Fig. 1: routing congestion map
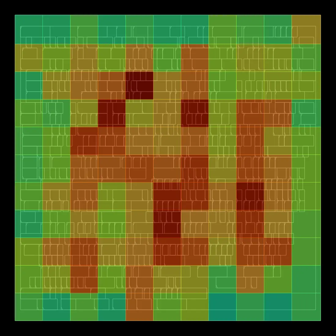
Fig. 2: drive-strength map
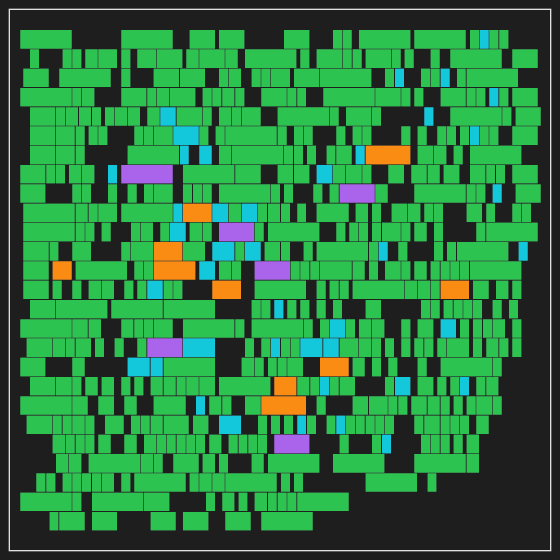
Fig. 3: placed cells, one colour a class
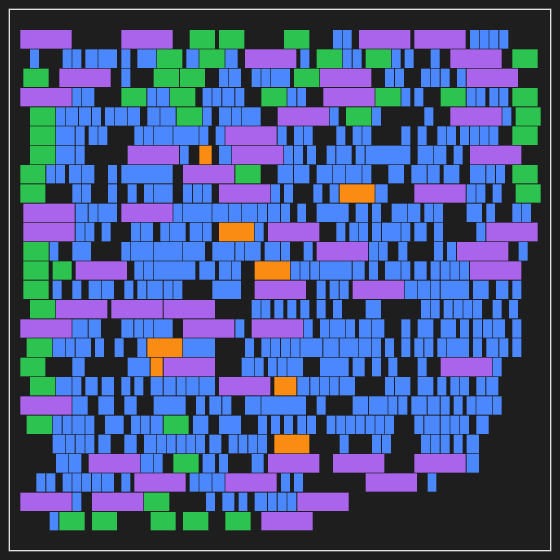
Fig. 4: signal metal coverage by tile
Bar = 20 um. 15 x 15 tiles, from dark blue (low) to red (high), scaled to the fullest tile. Values are wire area over tile area, all layers added.
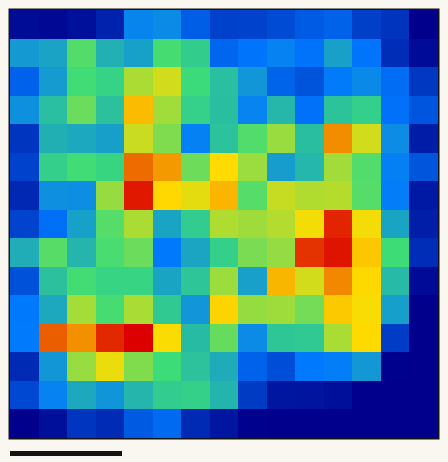
Fig. 5: cell density map
Bar = 20 um. 8 x 8 tiles, from dark blue (low) to red (high), 0 to 100% covered.
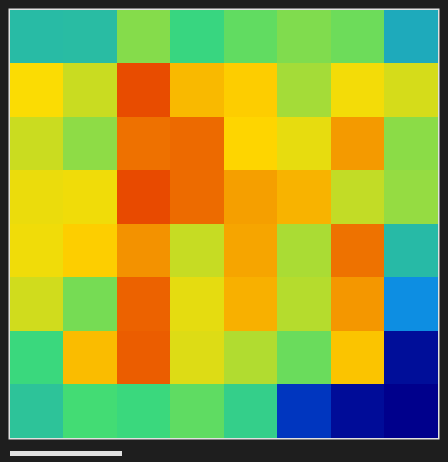
==> config.mk <==
export PLATFORM = sky130hd
export DESIGN_NAME = html_char_streamer_flat
export DESIGN_NICKNAME = d
export VERILOG_FILES = /design/src/rtl/html_char_streamer_if.sv /design/src/rtl/html_char_streamer.sv /design/src/flat_wrapper.sv
export SDC_FILE = /design/constraint.sdc
export NUM_CORES = 1
export LEC_CHECK = 0
export ABC_AREA = 1
export CORE_UTILIZATION = 59
export CTS_CLUSTER_DIAMETER = 40
export DETAILED_ROUTE_END_ITERATION = 10
export PLACE_DENSITY = 0.86
export SKIP_CTS_REPAIR_TIMING = 1
export SLEW_MARGIN = 20
export SYNTH_ARGS = -nofsm -noshare
export SYNTH_HDL_FRONTEND = slang
export SYNTH_SLANG_ARGS = --single-unit
==> constraint.sdc <==
create_clock -name clock -period 4.1 [get_ports clock]
set_clock_uncertainty 0.05 [all_clocks]
set_input_delay 0.82 -clock clock [delete_from_list [all_inputs] [get_ports clock]]
set_output_delay 0.82 -clock clock [all_outputs]
set_load 0.02 [all_outputs]
==> src/rtl/html_char_streamer_if.sv <==
// ----------------------------------------------------------------------------
// html_char_streamer_if
// Bundles the streamer's control, ROM and parser-facing signals.
//   start         1-cycle pulse that begins streaming a document
//   pause         parser out_pause; high holds the current character
//   rom_addr      registered ROM address
//   rom_data      ROM output = mem[rom_addr of the previous cycle]
//   character     character presented to the parser's char input
//   state_enable  parser enable (acts as the parser's active-low reset)
//   done          high once the document has been fully consumed
//   char_count    characters accepted by the parser for this document
// Modports: master = streamer side, slave = ROM/parser/controller side.
// ----------------------------------------------------------------------------
interface html_char_streamer_if #(
   parameter int ADDR_WIDTH = 12
);
   logic                  start;
   logic                  pause;
   logic [ADDR_WIDTH-1:0] rom_addr;
   logic [7:0]            rom_data;
   logic [7:0]            character;
   logic                  state_enable;
   logic                  done;
   logic [ADDR_WIDTH:0]   char_count;

   modport master (
      input  start, pause, rom_data,
      output rom_addr, character, state_enable, done, char_count
   );

   modport slave (
      output start, pause, rom_data,
      input  rom_addr, character, state_enable, done, char_count
   );
endinterface

==> src/rtl/html_char_streamer.sv <==
// ----------------------------------------------------------------------------
// html_char_streamer
// Streams an HTML document byte by byte from a synchronous ROM into the
// html_parser. Each character is held for at least MIN_HOLD cycles and until
// the parser is not pausing. On END_CHAR (or after DOC_LENGTH bytes) a space
// is presented while the parser finishes the last render, then state_enable
// drops and done rises.
// Ports:
//   clock   system clock
//   reset   synchronous, active-high reset (wins over all inputs)
//   bus     html_char_streamer_if.master (start, pause, rom_addr, rom_data,
//           character, state_enable, done, char_count)
// ----------------------------------------------------------------------------
module html_char_streamer #(
   parameter int         ADDR_WIDTH = 12,
   parameter int         DOC_LENGTH = 4096,
   parameter logic [7:0] END_CHAR   = 8'h00,
   parameter int         MIN_HOLD   = 2
) (
   input logic                  clock,
   input logic                  reset,
   html_char_streamer_if.master bus
);

   typedef enum logic [2:0] {IDLE, PRIME, STREAM, DRAIN, DONE} state_t;

   localparam int                  HOLD_W    = $clog2(MIN_HOLD) + 1;
   localparam logic [HOLD_W-1:0]   HOLD_LAST = HOLD_W'(MIN_HOLD - 1);
   localparam logic [HOLD_W-1:0]   HOLD_ONE  = HOLD_W'(1);
   localparam logic [ADDR_WIDTH:0] DOC_END   = (ADDR_WIDTH + 1)'(DOC_LENGTH);
   localparam logic [ADDR_WIDTH:0] COUNT_ONE = (ADDR_WIDTH + 1)'(1);
   localparam logic [ADDR_WIDTH-1:0] ADDR_ONE = ADDR_WIDTH'(1);
   localparam logic [ADDR_WIDTH-1:0] ADDR_TWO = ADDR_WIDTH'(2);
   localparam logic [7:0]          SPACE     = 8'h20;

   state_t                state;
   logic [ADDR_WIDTH-1:0] idx;
   logic [HOLD_W-1:0]     hold;
   logic                  accept;
   logic [ADDR_WIDTH:0]   idx_next;
   logic                  last_char;

   // The parser has taken the current character once it has been shown for
   // MIN_HOLD cycles and the parser is not pausing.
   assign accept    = !bus.pause && (hold == HOLD_LAST);
   // Compared one bit wider so DOC_LENGTH == 2^ADDR_WIDTH is reachable.
   assign idx_next  = {1'b0, idx} + COUNT_ONE;
   assign last_char = (idx_next == DOC_END) || (bus.rom_data == END_CHAR);

   always_ff @(posedge clock) begin
      if (reset) begin
         state            <= IDLE;
         bus.rom_addr     <= '0;
         bus.character    <= '0;
         bus.state_enable <= 1'b0;
         bus.done         <= 1'b0;
         bus.char_count   <= '0;
         idx              <= '0;
         hold             <= '0;
      end else begin
         case (state)
            IDLE, DONE: begin
               if (bus.start) begin
                  state          <= PRIME;
                  bus.rom_addr   <= '0;
                  bus.done       <= 1'b0;
                  bus.char_count <= '0;
               end
            end
            // rom_addr has been 0 since IDLE/DONE, so rom_data already
            // carries mem[0] during this cycle.
            PRIME: begin
               if (bus.rom_data == END_CHAR) begin
                  state    <= DONE;
                  bus.done <= 1'b1;
               end else begin
                  bus.character    <= bus.rom_data;
                  idx              <= '0;
                  bus.rom_addr     <= ADDR_ONE;
                  hold             <= '0;
                  bus.state_enable <= 1'b1;
                  state            <= STREAM;
               end
            end
            // rom_addr runs one ahead of idx, so rom_data holds the next
            // character by the time the current one is accepted. The fetch
            // after the final index may wrap to 0; it is never consumed.
            STREAM: begin
               if (accept) begin
                  bus.char_count <= bus.char_count + COUNT_ONE;
                  hold           <= '0;
                  if (last_char) begin
                     bus.character <= SPACE;
                     state         <= DRAIN;
                  end else begin
                     bus.character <= bus.rom_data;
                     idx           <= idx + ADDR_ONE;
                     bus.rom_addr  <= idx + ADDR_TWO;
                  end
               end else if (hold != HOLD_LAST) begin
                  hold <= hold + HOLD_ONE;
               end
            end
            // A space is harmless if the parser samples it once more while
            // it finishes rendering the last real character.
            DRAIN: begin
               if (accept) begin
                  bus.state_enable <= 1'b0;
                  bus.done         <= 1'b1;
                  bus.character    <= '0;
                  bus.rom_addr     <= '0;
                  state            <= DONE;
               end else if (hold != HOLD_LAST) begin
                  hold <= hold + HOLD_ONE;
               end
            end
            default: state <= IDLE;
         endcase
      end
   end

endmodule

==> src/flat_wrapper.sv <==
// flat-port wrapper written by rule: the top's interface ports become plain ports
module html_char_streamer_flat 
#(
   parameter int         ADDR_WIDTH = 12,
   parameter int         DOC_LENGTH = 4096,
   parameter logic [7:0] END_CHAR   = 8'h00,
   parameter int         MIN_HOLD   = 2
)
  (clock, reset, bus_start, bus_pause, bus_rom_data, bus_rom_addr, bus_character, bus_state_enable, bus_done, bus_char_count);
  html_char_streamer_if #(.ADDR_WIDTH(ADDR_WIDTH)) bus_i ();
  input logic clock;
  input logic reset;
  input wire logic [$bits(bus_i.start)-1:0] bus_start;
  input wire logic [$bits(bus_i.pause)-1:0] bus_pause;
  input wire logic [$bits(bus_i.rom_data)-1:0] bus_rom_data;
  output wire logic [$bits(bus_i.rom_addr)-1:0] bus_rom_addr;
  output wire logic [$bits(bus_i.character)-1:0] bus_character;
  output wire logic [$bits(bus_i.state_enable)-1:0] bus_state_enable;
  output wire logic [$bits(bus_i.done)-1:0] bus_done;
  output wire logic [$bits(bus_i.char_count)-1:0] bus_char_count;
  assign bus_i.start = bus_start;
  assign bus_i.pause = bus_pause;
  assign bus_i.rom_data = bus_rom_data;
  assign bus_rom_addr = bus_i.rom_addr;
  assign bus_character = bus_i.character;
  assign bus_state_enable = bus_i.state_enable;
  assign bus_done = bus_i.done;
  assign bus_char_count = bus_i.char_count;
  html_char_streamer #(.ADDR_WIDTH(ADDR_WIDTH), .DOC_LENGTH(DOC_LENGTH), .END_CHAR(END_CHAR), .MIN_HOLD(MIN_HOLD)) u_core (.clock(clock), .reset(reset), .bus(bus_i));
endmodule
==> results.txt <==
flow finished, numbers: status=complete, no violations, Detailed Place HPWL=5300 um, clock period minus worst slack=2.56 ns, CP Capture Type=flop, critical path's slowest cell=clkdlybuf4s50_1, Overflow after GRT=0, largest net degree at the start of global routing=38, clock-pin transition on the worst setup and hold timing paths=0.10 ns, mux share=0, Die Wd=76.2 um, drt pass-1 iters=5, Fmax=0.390 GHz, CTS Buffer Depth=2, worst slew pin tran=0.567 ns, number of global-route vias before repair=3,107, CTS Buf Count=5, FF-to-FF path depth=9, Leak Pwr=1.70 nW, syn avg cell area=6.31 um2, fin crit share=0.625, setup tns final=0 ns, register area=1040 um2, commonest non-fill, non-tap cells in the layout=143 x nand2_1, 63 x inv_1, 61 x nor2_1, Critical Path Most Common Cell=nand2_1, Mapped Area=3250 um2, drt via density=5.49, total number of vias=3,414, Port Buffers=46, Routed WL=7670 um, RR Startpoint=u_core.state[1]$_SDFFE_PP0P_, Place WS=1.26 ns, Simple Share, Synth=0.430, Yosys top cell area share=0.320, CP max stage delay=0.45 ns, Ant. Diodes=0, hold path depth=2, synth warn=0, Post-synth EDFFs=0, register bit total from synthesis=52, crit path cell chain=clkdlybuf4s50_1 -> nor2_1 -> nand2_1 -> nor2_1 -> inv_1 -> nand2_1 -> nand2_1 -> nand3_4 -> nand2_1 -> nand2_1 -> nor2_1, CP required=4.27 ns, adder share=0.0115, RSZ-0062 raised after global routing=no
About Fig. 1:
met1 usage: 0.317
All-Layer GR Usage: 0.270
Final Core Density: 0.727
GRT busiest layer: met2
wire per inst: 12.3 um

About Fig. 2:
legend:
  green:
    size: drive 1 or less
    cells: 495
    share: 90%
    most_used: nand2_1
  purple:
    size: drive 6 and up
    cells: 6
    share: 1.1%
    most_used: clkbuf_8
  cyan:
    size: drive 2
    cells: 41
    share: 7.4%
    most_used: inv_2
  orange:
    size: drive 3 to 4
    cells: 10
    share: 1.8%
    most_used: nand2_4

About Fig. 3:
legend:
  orange:
    class: clock drivers and dummy loads
    cells: 8
    share_of_their_area: 2.4%
  purple:
    class: flops
    cells: 52
    share_of_their_area: 28%
  blue:
    class: all other logic
    cells: 445
    share_of_their_area: 57%
  green:
    class: other buffers and delay cells
    cells: 47
    share_of_their_area: 13%

About Fig. 4:
fullest tile: 0.54
densest ninth of the die: middle
mean over tiles: 0.21
emptiest ninth of the die: bottom right

About Fig. 5:
tiles over 75% full: 33%
emptiest ninth of the die: bottom right
mean over tiles: 64%
fullest tile: 92%
nearly empty tiles: 1.6%

cell type report:
class / instances / share of cell area
clock inverters: 3 / 0.00496
multi-input cells: 360 / 0.471
flip-flops and latches: 52 / 0.275
inverters: 85 / 0.0843
well taps: 70 / 0.0231
repair buffers: 47 / 0.124
clock buffers: 5 / 0.0182
sequential cells by signal (all words and copies together), names as in the netlist:
| register | count |
|---|---|
| u_core.bus.character | 8 |
| u_core.hold | 2 |
| u_core.bus.state_enable | 1 |
| u_core.state | 3 |
| u_core.bus.done | 1 |
| u_core.bus.char_count | 13 |
| u_core.idx | 12 |
| u_core.bus.rom_addr | 12 |
per-layer routing:
metal / global-route usage / routed length, um
met5: 0 / 0
met4: 0.0942 / 121
met3: 0.0395 / 378
met2: 0.496 / 3880
met1: 0.317 / 3290
report_power, final:
part           internal, W  switching [W]  total (W)
logic             0.000518       0.000856    0.00137
registers         0.000677       0.000160   0.000837
clock network     0.000120       0.000175   0.000295
total              0.00131        0.00119    0.00251
worst reg2reg max path, stage by stage (launching register included):
cell	delay [ns]
dfxtp_1	0.45
nand2_4	0.16
nor2_8	0.48
nand2_4	0.26
a21oi_2	0.53
nor3_1	0.18
nand2_1	0.09
nand2_1	0.06
inv_1	0.06
nor2_1	0.04
through the flow:
step | power (W) | hold WS, ns | instances | area [um2]
3_5_place_dp | 0.00220 | 0.425 | 614 | 3700
5_1_grt | 0.00271 | 0.447 | 622 | 3780
6_report | 0.00251 | 0.438 | 622 | 3780
4_1_cts | 0.00250 | 0.437 | 622 | 3780
3_3_place_gp | 0.00216 | 0.413 | 614 | 3700
2_1_floorplan | 0.00187 | 0.402 | 515 | 3250
Power figures rest on the tool's default switching activity, not on a simulated workload.
